Figure 1. Wiring by layer.
Drawn at 8 px/um. Only two layers are drawn.
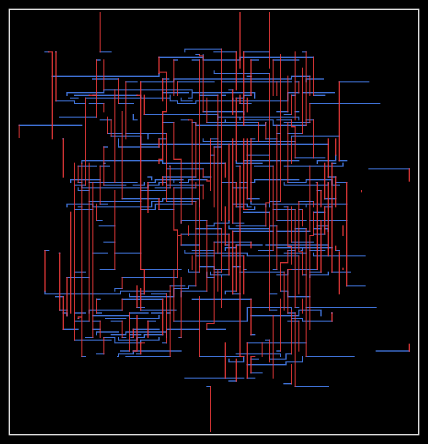
Figure 2. Placed cells, one colour a class.
Drawn at 4 px/um.
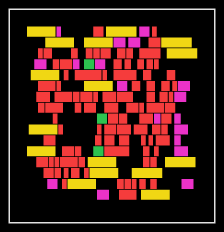
Figure 3. Cell placement.
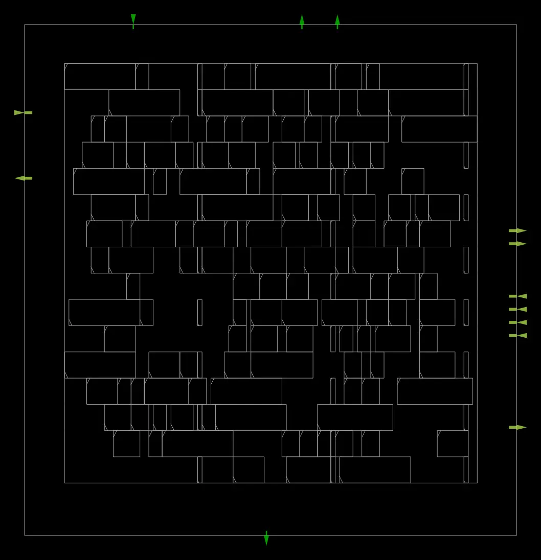
Figure 4. Register map, names as in the netlist.
Drawn at 12 px/um. Other sequential cells in the stronger grey, the rest of the logic in the fainter grey.
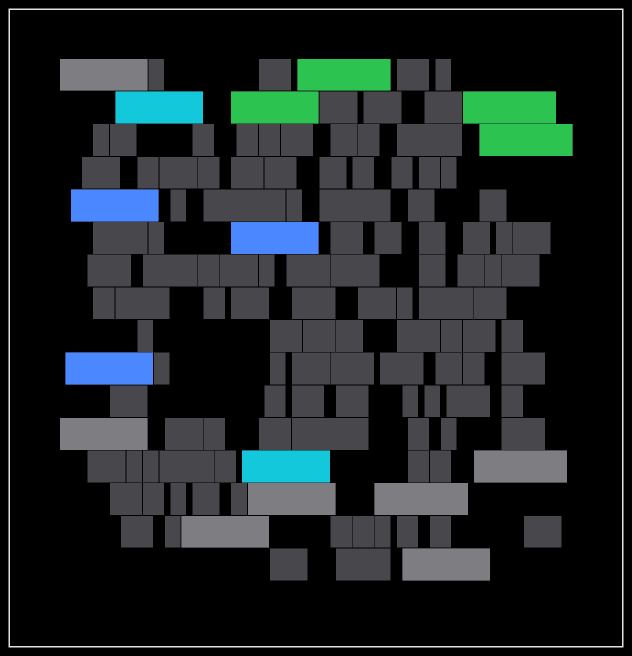
$ cat config.mk
export PLATFORM = sky130hd
export DESIGN_NAME = lc3_bus_arbiter
export DESIGN_NICKNAME = d
export VERILOG_FILES = /design/src/rtl/lc3_bus_pkg.sv /design/src/rtl/lc3_rr_pick.sv /design/src/rtl/lc3_bus_arbiter.sv
export SDC_FILE = /design/constraint.sdc
export NUM_CORES = 1
export LEC_CHECK = 0
export CAP_MARGIN = 25
export CORE_AREA = 4 4 47 49
export CTS_BUF_LIST = sky130_fd_sc_hd__clkbuf_4
export DETAILED_ROUTE_END_ITERATION = 16
export DIE_AREA = 0 0 51 53
export GPL_TIMING_DRIVEN = 0
export PLACE_DENSITY_LB_ADDON = 0.08
export SYNTH_ARGS = -nofsm -noshare
export SYNTH_HDL_FRONTEND = slang
export SYNTH_HIERARCHICAL = 1
export SYNTH_SLANG_ARGS = --single-unit
$ cat constraint.sdc
create_clock -name CLK -period 1.7 [get_ports CLK]
set_input_delay 0.34 -clock CLK [delete_from_list [all_inputs] [get_ports CLK]]
set_output_delay 0.34 -clock CLK [all_outputs]
set_load 0.05 [all_outputs]
$ cat src/rtl/lc3_bus_pkg.sv
// lc3_bus_pkg: shared constants and state encoding for the LC-3 bus arbiter.
// Revision: 1.0
`default_nettype none

package lc3_bus_pkg;

  localparam int GATE_PC     = 0;
  localparam int GATE_MDR    = 1;
  localparam int GATE_ALU    = 2;
  localparam int GATE_MARMUX = 3;

  localparam int LC3_N_REQ   = 4;

  typedef enum logic [1:0] {
    IDLE  = 2'd0,
    GRANT = 2'd1,
    TURN  = 2'd2
  } arb_state_t;

endpackage

`default_nettype wire

$ cat src/rtl/lc3_rr_pick.sv
// lc3_rr_pick: combinational round-robin picker, first set request at or above pointer (mod N_REQ).
// Revision: 1.0
`default_nettype none

module lc3_rr_pick #(
  parameter int N_REQ = 4,
  parameter int IW    = (N_REQ > 1) ? $clog2(N_REQ) : 1
) (
  input  logic [N_REQ-1:0] req,
  input  logic [IW-1:0]    pointer,
  output logic             found,
  output logic [IW-1:0]    idx
);

  logic [N_REQ:0] none_below;
  logic [IW-1:0]  acc [N_REQ+1];

  assign none_below[0] = 1'b1;
  assign acc[0]        = '0;

  // Candidate k is the requester k steps above the pointer; the lowest k that requests wins.
  for (genvar k = 0; k < N_REQ; k++) begin : g_cand
    logic          wrap;
    logic [IW-1:0] cand;
    logic          hit;

    assign wrap = ({1'b0, pointer} >= (IW+1)'(N_REQ - k));
    assign cand = pointer + IW'(k) - (wrap ? IW'(N_REQ) : IW'(0));
    assign hit  = req[cand] & none_below[k];

    assign none_below[k+1] = none_below[k] & ~req[cand];
    assign acc[k+1]        = acc[k] | ({IW{hit}} & cand);
  end

  assign found = ~none_below[N_REQ];
  assign idx   = acc[N_REQ];

endmodule

`default_nettype wire

$ cat src/rtl/lc3_bus_arbiter.sv
// lc3_bus_arbiter: round-robin one-hot SEL generator for the LC-3 shared bus with bounded hold and turnaround gap.
// Revision: 1.0
`default_nettype none

module lc3_bus_arbiter
  import lc3_bus_pkg::*;
#(
  parameter int N_REQ      = LC3_N_REQ,
  parameter int MAX_HOLD   = 4,
  parameter int TURNAROUND = 1
) (
  input  logic                                     CLK,
  input  logic                                     RST_N,
  input  logic [N_REQ-1:0]                         REQ,
  output logic [N_REQ-1:0]                         GNT,
  output logic [((N_REQ > 1) ? $clog2(N_REQ) : 1)-1:0] OWNER,
  output logic                                     BUSY
);

  localparam int IW = (N_REQ > 1) ? $clog2(N_REQ) : 1;
  localparam int HW = $clog2(MAX_HOLD + 1);

  arb_state_t    state;
  logic [IW-1:0] rr_ptr;
  logic [HW-1:0] hold_cnt;
  logic [1:0]    turn_cnt;

  logic          pick_found;
  logic [IW-1:0] pick_idx;
  logic          contender;
  logic          release_bus;
  logic [IW-1:0] next_ptr;

  lc3_rr_pick #(
    .N_REQ (N_REQ),
    .IW    (IW)
  ) u_pick (
    .req     (REQ),
    .pointer (rr_ptr),
    .found   (pick_found),
    .idx     (pick_idx)
  );

  // In GRANT, GNT is onehot(OWNER), so masking with ~GNT isolates the other requesters.
  assign contender   = |(REQ & ~GNT);
  assign release_bus = ~REQ[OWNER] | ((hold_cnt >= HW'(MAX_HOLD)) & contender);
  assign next_ptr    = (OWNER == IW'(N_REQ - 1)) ? '0 : OWNER + IW'(1);

  always_ff @(posedge CLK) begin
    if (!RST_N) begin
      state    <= IDLE;
      GNT      <= '0;
      OWNER    <= '0;
      BUSY     <= 1'b0;
      rr_ptr   <= '0;
      hold_cnt <= '0;
      turn_cnt <= '0;
    end else begin
      case (state)
        IDLE: begin
          if (pick_found) begin
            GNT      <= N_REQ'(1) << pick_idx;
            OWNER    <= pick_idx;
            BUSY     <= 1'b1;
            hold_cnt <= HW'(1);
            state    <= GRANT;
          end
        end
        GRANT: begin
          if (release_bus) begin
            GNT    <= '0;
            BUSY   <= 1'b0;
            rr_ptr <= next_ptr;
            if (TURNAROUND > 0) begin
              turn_cnt <= 2'd1;
              state    <= TURN;
            end else begin
              state <= IDLE;
            end
          end else if (hold_cnt < HW'(MAX_HOLD)) begin
            hold_cnt <= hold_cnt + HW'(1);
          end
        end
        TURN: begin
          GNT  <= '0;
          BUSY <= 1'b0;
          if (turn_cnt == 2'(TURNAROUND)) begin
            state <= IDLE;
          end else begin
            turn_cnt <= turn_cnt + 2'd1;
          end
        end
        default: begin
          state <= IDLE;
          GNT   <= '0;
          BUSY  <= 1'b0;
        end
      endcase
    end
  end

endmodule

`default_nettype wire

==> impl_metrics.env <==
# flow metrics
export IMPL_top_regs="GNT x4, hold_cnt x3"
export IMPL_synth_area_per_cell_um2=8.56
export IMPL_netSwitchingFraction_pct=36.4
export IMPL_clkbuf_count=3
export IMPL_pwr_share_seq_pct=46.6
export IMPL_finalSetupViolations=0
export IMPL_cpMaxStageDelayCell="dlygate4sd2_1"
export IMPL_reg2reg_to="hold_cnt[1]"
export IMPL_layout_cells_most_common="dfxtp_1"
export IMPL_nNonClkInverters=6
export IMPL_rr_worst_depth=4
export IMPL_layout_setup_ws_ns=0.0895
export IMPL_grt_pass1_vias=870
export IMPL_seq_area_um2=327
export IMPL_antenna_left=0
export IMPL_r2r_slack_ns=0.11
export IMPL_post_place_ws_ns=-0.478
export IMPL_initial_utilization_pct=51.5
export IMPL_stdcell_count=157
export IMPL_logic_family="AND-OR/OR-AND gates"
export IMPL_whs_path_depth=2
export IMPL_synthesis_nets=122
export IMPL_area_dominant_class="logic gates"
export IMPL_worstPathCellList="dlygate4sd2_1"
export IMPL_comb_power_share_pct=33.8
export IMPL_globalplace_congestion=0.826
export IMPL_p_per_area_nw_per_um2=846
export IMPL_hold_buffers=0
export IMPL_synthAdderAreaFrac_pct=5.22
export IMPL_synthesis_area_um2=958
export IMPL_warning_count=28
export IMPL_critical_path_max_stage_delay_ns=0.56
export IMPL_clk_power_w=0.000193
export IMPL_synthCells=112
export IMPL_die_x_um=51
export IMPL_grt_pass1_wl_mm=3.84
export IMPL_outcome="complete, no violations"
export IMPL_postPlaceCellArea_um2=1110
export IMPL_xor_share_pct=0
export IMPL_yosysTopAreaCell="dfxtp_1"
export IMPL_cts_buffers=3
export IMPL_leakage_nw=0.448
export IMPL_yosys_stat_seqShare_pct=33.4
export IMPL_period_used_pct=94.7
export IMPL_powerSeq_w=0.000457
export IMPL_drt_iter0_drc=12
export IMPL_htree_levels=1
export IMPL_drive_above_1_share_pct=22.3
export IMPL_top_cell="dfxtp_1"
export IMPL_cts_resized=12
export IMPL_startpoint="OWNER[1]"
export IMPL_cp_max_fo=6
export IMPL_yosys_stat_area_um2=958
export IMPL_clock_root_buffer="clkbuf_4"
export IMPL_cts_setup_buffers=4
export IMPL_nNonClkBuffers=18
export IMPL_crit_arrival_ns=1.27
export IMPL_wl_per_cell_um=14.2
export IMPL_fin_crit_ns=1.61
export IMPL_clkPwrFrac_pct=19.6
export IMPL_mux_area_share_pct=4.18
export IMPL_cts_clk_slew_worst_paths_ns=0.09
export IMPL_yosysCellCount=112
export IMPL_maxSlewHeadroom_pct=67.5
export IMPL_p_int_w=0.000625
export IMPL_hp_start="RST_N"
export IMPL_ioPinCount=13
export IMPL_synth_top_flop_cell="dfxtp_1"
export IMPL_ys_seq_elements=16
export IMPL_grtUsageMet1_pct=21.7
export IMPL_max_flop_register="GNT"
export IMPL_final_cell_mix="dfxtp_1, a21oi_1, nor2_1, nand2_1, dlygate4sd2_1"
export IMPL_met2_length_mm=1.12
export IMPL_track_usage_pct=19.0
export IMPL_cts_tree="yes"
export IMPL_crit_type="flip-flop to output port"
export IMPL_use_met2_pct=33.5
export IMPL_synthAoiAreaFrac_pct=27.9
export IMPL_met3_length_um=69
export IMPL_maxPowerGroup="sequential cells"
export IMPL_path_depth=1
export IMPL_hold_viol_final=0
export IMPL_slew_viol_final=0
export IMPL_p_comb_w=0.000332
export IMPL_cp_endpoint="OWNER[1]"
About Figure 1:
- M2: red (wire length 1120 um)
- M1: blue (wire length 1020 um)

About Figure 2:
- remaining buffers and delay cells: magenta (cells 18; share of their area 12%)
- sequential cells: yellow (cells 16; share of their area 29%)
- remaining logic cells: red (cells 93; share of their area 57%)
- clock-net drivers: green (cells 3; share of their area 2.0%)

About Figure 3:
Seq cells: 16
Core ar.: 1860 um2
sequential portion of the cell area: 28.2%
final-layout fill cell count: 181
utilization after layout: 62.3%

About Figure 4:
- hold_cnt: blue (flops 3)
- GNT: green (flops 4)
- state: cyan (flops 2)
- not coloured: 7

